**src/rtl/alu_pipe.sv**
```systemverilog
// alu_pipe: handshaked ALU with registered result/flags and an iterative
// shift-add multiplier. One result register is shared by all operations.
module alu_pipe #(
    parameter int unsigned WIDTH = 32,
    parameter int unsigned SHW   = $clog2(WIDTH)
) (
    input  logic             clk,
    input  logic             reset,
    input  logic             in_valid,
    output logic             in_ready,
    input  logic [2:0]       op,
    input  logic [WIDTH-1:0] a,
    input  logic [WIDTH-1:0] b,
    output logic             out_valid,
    input  logic             out_ready,
    output logic [WIDTH-1:0] r,
    output logic             zero,
    output logic             carry,
    output logic             ovf
);

    localparam int unsigned CW = SHW + 1;

    localparam logic [2:0] OP_ADD = 3'b000;
    localparam logic [2:0] OP_SUB = 3'b001;
    localparam logic [2:0] OP_XOR = 3'b010;
    localparam logic [2:0] OP_AND = 3'b011;
    localparam logic [2:0] OP_OR  = 3'b100;
    localparam logic [2:0] OP_SLT = 3'b101;
    localparam logic [2:0] OP_SRL = 3'b110;
    localparam logic [2:0] OP_MUL = 3'b111;

    typedef enum logic {
        S_IDLE,
        S_MUL
    } state_t;

    state_t               state;
    logic [2*WIDTH-1:0]   mcand;
    logic [WIDTH-1:0]     mplier;
    logic [2*WIDTH-1:0]   acc;
    logic [CW-1:0]        cnt;

    logic [WIDTH:0]       sum_ext;
    logic [WIDTH:0]       dif_ext;
    logic [WIDTH-1:0]     alu_r;
    logic                 alu_c;
    logic                 alu_v;
    logic [2*WIDTH-1:0]   acc_step;
    logic                 accept;

    // Accept only from IDLE when the output slot is empty or draining now.
    assign in_ready = (state == S_IDLE) && (!out_valid || out_ready);
    assign accept   = in_valid && in_ready;

    // Single-cycle datapath and flags for the non-multiply operations.
    always_comb begin
        sum_ext = {1'b0, a} + {1'b0, b};
        dif_ext = {1'b0, a} - {1'b0, b};
        alu_r   = '0;
        alu_c   = 1'b0;
        alu_v   = 1'b0;
        case (op)
            OP_ADD: begin
                alu_r = sum_ext[WIDTH-1:0];
                alu_c = sum_ext[WIDTH];
                alu_v = (a[WIDTH-1] == b[WIDTH-1]) && (sum_ext[WIDTH-1] != a[WIDTH-1]);
            end
            OP_SUB: begin
                alu_r = dif_ext[WIDTH-1:0];
                alu_c = dif_ext[WIDTH];
                alu_v = (a[WIDTH-1] != b[WIDTH-1]) && (dif_ext[WIDTH-1] != a[WIDTH-1]);
            end
            OP_XOR: alu_r = a ^ b;
            OP_AND: alu_r = a & b;
            OP_OR:  alu_r = a | b;
            OP_SLT: alu_r = WIDTH'(($signed(a) < $signed(b)) ? 1'b1 : 1'b0);
            OP_SRL: alu_r = a >> b[SHW-1:0];
            default: alu_r = '0;
        endcase
    end

    // One multiply iteration: conditionally add the shifted multiplicand.
    assign acc_step = mplier[0] ? (acc + mcand) : acc;

    // Control FSM, result register and multiplier state.
    always_ff @(posedge clk or posedge reset) begin
        if (reset) begin
            state     <= S_IDLE;
            out_valid <= 1'b0;
            r         <= '0;
            zero      <= 1'b0;
            carry     <= 1'b0;
            ovf       <= 1'b0;
            mcand     <= '0;
            mplier    <= '0;
            acc       <= '0;
            cnt       <= '0;
        end else begin
            case (state)
                S_IDLE: begin
                    if (accept) begin
                        if (op == OP_MUL) begin
                            state     <= S_MUL;
                            mcand     <= {{WIDTH{1'b0}}, a};
                            mplier    <= b;
                            acc       <= '0;
                            cnt       <= '0;
                            out_valid <= 1'b0;
                        end else begin
                            r         <= alu_r;
                            zero      <= (alu_r == '0);
                            carry     <= alu_c;
                            ovf       <= alu_v;
                            out_valid <= 1'b1;
                        end
                    end else if (out_valid && out_ready) begin
                        out_valid <= 1'b0;
                    end
                end
                S_MUL: begin
                    acc    <= acc_step;
                    mcand  <= mcand << 1;
                    mplier <= mplier >> 1;
                    cnt    <= cnt + CW'(1);
                    if (cnt == CW'(WIDTH - 1)) begin
                        r         <= acc_step[WIDTH-1:0];
                        zero      <= (acc_step[WIDTH-1:0] == '0);
                        carry     <= 1'b0;
                        ovf       <= |acc_step[2*WIDTH-1:WIDTH];
                        out_valid <= 1'b1;
                        state     <= S_IDLE;
                    end
                end
                default: state <= S_IDLE;
            endcase
        end
    end

endmodule

```
**config.mk**
```make
export PLATFORM = sky130hd
export DESIGN_NAME = alu_pipe
export DESIGN_NICKNAME = d
export VERILOG_FILES = /design/src/rtl/alu_pipe.sv
export SDC_FILE = /design/constraint.sdc
export NUM_CORES = 1
export LEC_CHECK = 0
export ABC_AREA = 1
export ABC_CLOCK_PERIOD_IN_PS = 9470
export CAP_MARGIN = 30
export CORE_ASPECT_RATIO = 2
export CORE_MARGIN = 4
export CORE_UTILIZATION = 35
export DETAILED_ROUTE_END_ITERATION = 10
export MAX_ROUTING_LAYER = met4
export SLEW_MARGIN = 20
export SYNTH_ARGS = -nofsm -noshare
export SYNTH_HDL_FRONTEND = slang
export SYNTH_SLANG_ARGS = --single-unit
```
**constraint.sdc**
```tcl
create_clock -name clk -period 9.47 [get_ports clk]
set_clock_uncertainty 0.1 [all_clocks]
set_input_delay 1.894 -clock clk [delete_from_list [all_inputs] [get_ports clk]]
set_output_delay 1.894 -clock clk [all_outputs]
set_load 0.01 [all_outputs]
```
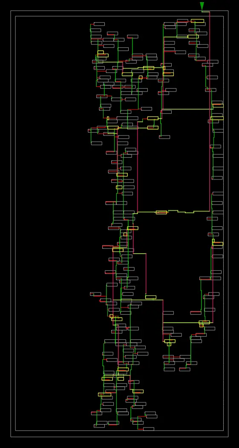
Figure 1: clock nets.
TritonCTS Buffers: 20
clk ins delay skew pair: 0.55 ns
Power Clock: 0.892 mW

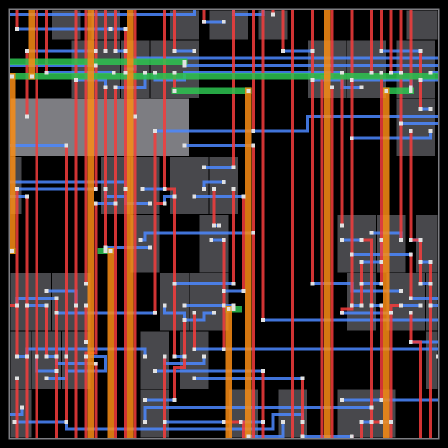
Figure 2: a small window of the routed layout.
Window x 131 to 151, y 267 to 287 um. Cells in gray, sequential cells in the stronger gray; small squares are vias.
Key: green = M3; red = M2; blue = M1; orange = M4
Netlist names of flops here include `mcand` (1). Most frequent: nand2_1 (13), nand3_1 (7), inv_1 (6). Sequential cells in the window: 1. 39 logic cells have their middle in the window.

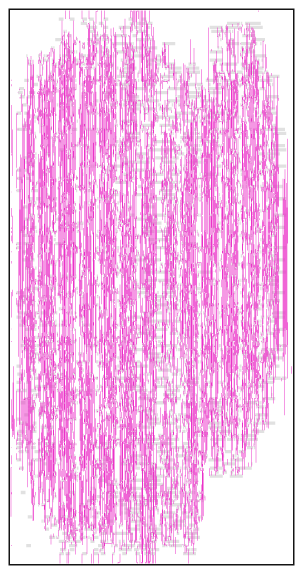
Figure 3: M2 wires.
(1.5 px per um) Cells faint in the background.
The longest straight run is 167 um. The layer carries 61.0 mm of wire. 3249 nets have wire on it.
GR Layer Usage met2: 61.7%
final WL: 116 mm
vias: 25831

==> results_slide.txt <==
Implementation Results

Critical path
  – Worst path cell trace: clkdlybuf4s50_1 -> buf_4 -> inv_2 -> ha_1 -> inv_1 -> nand2_1 -> o21ai_1 -> nand3_1 -> nand3_1 -> xor2_1 -> nor2_1 -> nor2_1 -> nand3_1 -> nor2_1 -> nand2_1 -> nor2_1 -> nand3_1 -> a21oi_1
  – Worst setup path start: b[1]
  – Critical path buffers and inverters: 4
  – Worst Path Max Fanout: 35
  – Largest delay share family, worst path: simple AND/OR/NAND/NOR gates
  – R2R depth: 11
  – Kind of end point of the critical path: register
  – Worst setup path category: input pin to register
  – WP data required: about 9.8 ns
  – CP endpoint: zero$_DFFE_PP0P_
  – CP Data Arrival Time: between 6 and 7 ns

Yosys
  – Count of library flops with an enable pin: 0
  – Synthesized area: around 23000 um^2
  – Mux area share: 0%
  – Fraction of registers with async set or reset after synthesis: 100%
  – Syn_area_per_cell: slightly below 6 um^2
  – Chip Area, Yosys: 22800 um^2
  – Dominant cell area share: between 20% and 30%
  – Yosys aoi share: between 10% and 20%
  – Synthesized instance count: between 3000 and 4000
  – Post-synth regs: 203
  – Top cells by area: dfrtp_1 (22%), nand2_1 (21%), inv_1 (11%)
  – Unique cell types: about 50

Placement
  – Area after DPL: 24600 um^2
  – Pre-CTS WS: 3.38 ns
  – Final Wtd Congestion: approximately 1.1
  – I/O Buffers: approximately 110

Power and ir drop
  – Sw Pwr: 3.91 mW
  – Static Leak: 13.5 nW
  – Post-layout power: approximately 7.1 mW
  – Switching share of total power: around 55%
  – Clock Power Share: about an eighth
  – Power Density: roughly 280 nW/um^2

Timing
  – Final Setup Violations: 0
  – Final setup margin: 3.78 ns
  – Slew Limit Fails: 0
  – Min Tclk post-route: between 5 and 6 ns
  – Fmax: between 150 and 200 MHz
  – Final hold violation count: 0

Worst hold path
  – Worst Hold Depth: 2
  – Worst hold path class: register to register

Finish
  – Final net count: 4195
  – Fin area: around 25000 um^2
  – Layout area overhead: 11.0%
  – Area occupied by registers: around 5100 um^2

CTS
  – H-tree levels: 1
  – Clock-pin slew on the worst setup and hold paths: around 0.070 ns
  – Sink Count: between 200 and 250
  – Clk root buf: clkbuf_16
  – Post_cts resized: 0
  – Setup bufs post-CTS: 0

Route
  – Vias per cell: 5.35
  – Initial DRC Count: 1878
  – Remaining DRCs: 0
  – Routed Antenna Nets: 0

Global route
  – Grt ovf: 0
  – Initial antenna violation count: 0
  – First-pass GRT wire length: 167 mm

Floorplanning
  – Die width: 189 um
  – Row count: ~130
  – Chip area: 69700 um^2
  – # IOs: between 100 and 150

Flow run
  – Tally of OpenROAD warnings: between 100 and 150
  – MaxCap Viol Count: 0

Run status
  – Status: finished, final reports clean
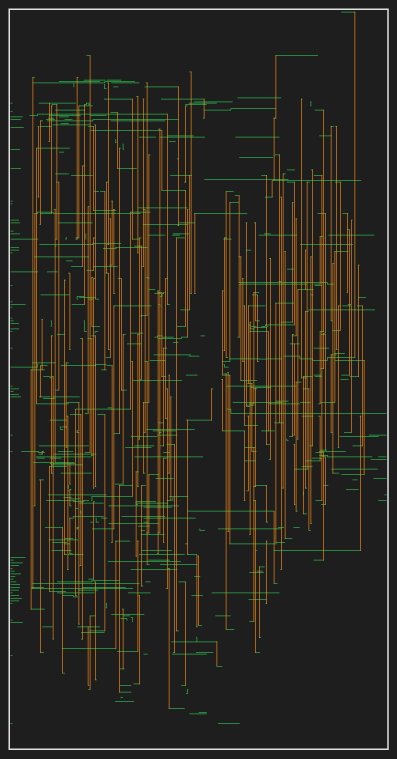
Figure 4: signal wires by layer.
(2 px per um) Two of the layers only.
Key: green = M3 [wire length 4390 um]; orange = M4 [wire length 13700 um]

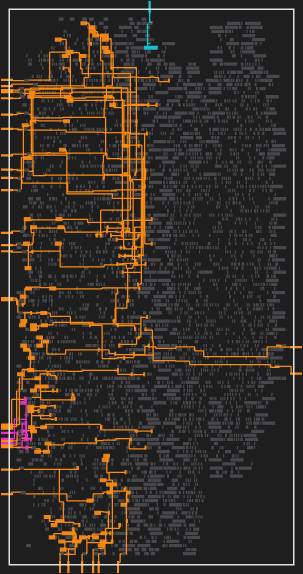
Figure 5: nets reached from selected ports.
(1.5 px per um)
Key: magenta = `op` [direction input, end cells 11, wire 91.6 um]; cyan = `out_valid` [direction output, end cells 1, wire 32.8 um]; orange = `a` [direction input, end cells 187, wire 4990 um]

[area by class of cell]
type / count / share of cell area (%)
tap: 871 / 4.30
clock inverter: 10 / 0.553
inverter: 670 / 9.98
sequential: 203 / 20.1
clock buffer: 25 / 2.25
multi-input combinational: 2913 / 57.8
timing repair buffer: 136 / 5.06
[layout by cell type (no fill, tap or decap), types with 4 or more instances in the layout]
cell type,count
nand2_1,1272
inv_1,652
nand3_1,392
nor2_1,361
dfrtp_1,201
ha_1,177
o21ai_0,152
a21oi_1,151
clkdlybuf4s50_1,106
o22ai_1,80
a31oi_1,57
nand4_1,38
a22oi_1,31
buf_4,29
o211ai_1,24
nor3_1,21
clkbuf_16,21
o21bai_1,17
o21ai_1,17
xor2_1,13
inv_2,13
nand3b_1,13
or2_2,11
nor2_2,11
nand2_2,7
a21oi_2,7
nor4_1,6
o221ai_1,6
a22o_1,5
xnor2_1,4
nand3_2,4
o31ai_1,4
a211oi_1,4
[cell usage after synthesis, types with 4 or more instances]
master	number
buf_4	7
a31oi_1	57
buf_6	5
a21oi_2	7
nand2_2	6
dfrtp_1	203
nand2_1	1274
xnor2_1	4
ha_1	177
nor4_1	6
a22oi_1	31
a211oi_1	4
nand3b_1	13
o22ai_1	80
xor2_1	13
nand3_1	393
clkbuf_1	67
o31ai_1	4
o21ai_1	17
a21oi_1	151
inv_2	11
inv_1	655
o21ai_0	152
a22o_1	5
nor3_1	21
nor2_1	362
or2_2	11
o221ai_1	6
o21bai_1	17
buf_2	40
nand4_1	38
buf_1	13
nor2_2	10
o211ai_1	24
[worst min path at each step]
stage,end,slack (ns),from
2_1_floorplan,mplier[30]$_DFFE_PP0P_,0.36,mplier[30]$_DFFE_PP0P_
3_3_place_gp,carry$_DFFE_PP0P_,0.37,carry$_DFFE_PP0P_
3_5_place_dp,carry$_DFFE_PP0P_,0.37,carry$_DFFE_PP0P_
4_1_cts,carry$_DFFE_PP0P_,0.39,carry$_DFFE_PP0P_
5_1_grt,carry$_DFFE_PP0P_,0.41,carry$_DFFE_PP0P_
6_report,carry$_DFFE_PP0P_,0.38,carry$_DFFE_PP0P_
[flip-flops by register name, indices dropped and copies added, names as in the netlist]
register	flops
acc	64
carry	1
cnt	6
mcand	64
mplier	32
out_valid	1
ovf	1
r	32
state	1
zero	1
[power by group through the flow]
| stage | Clock [mW] | Sequential, mW | Combinational, mW |
|---|---|---|---|
| floorplan | 0 | 1.49 | 2.97 |
| global route | 0.939 | 1.64 | 5.08 |
| finish | 0.892 | 1.59 | 4.62 |
| CTS | 0.913 | 1.59 | 4.55 |
| detailed placement | 0 | 1.60 | 4.52 |
| global placement | 0 | 1.60 | 4.51 |
[through the flow]
stage                     instances  hold slack [ns]
after floorplan                3918            0.359
after global placement         4793            0.374
after detailed placement       4793            0.372
after CTS                      4828            0.389
after global routing           4828            0.412
final                          4828            0.382
[routing by layer]
metal,share of wire (%),vias to the layer above,routed length [um],GRT usage (%)
li1,-,12544,-,-
met5,0,-,0,-
met3,3.8,426,4390,2.84
met1,32,11936,37000,29.8
met2,53,925,61000,61.7
met4,12,0,13700,29.7
Power and IR drop assume default switching activity.
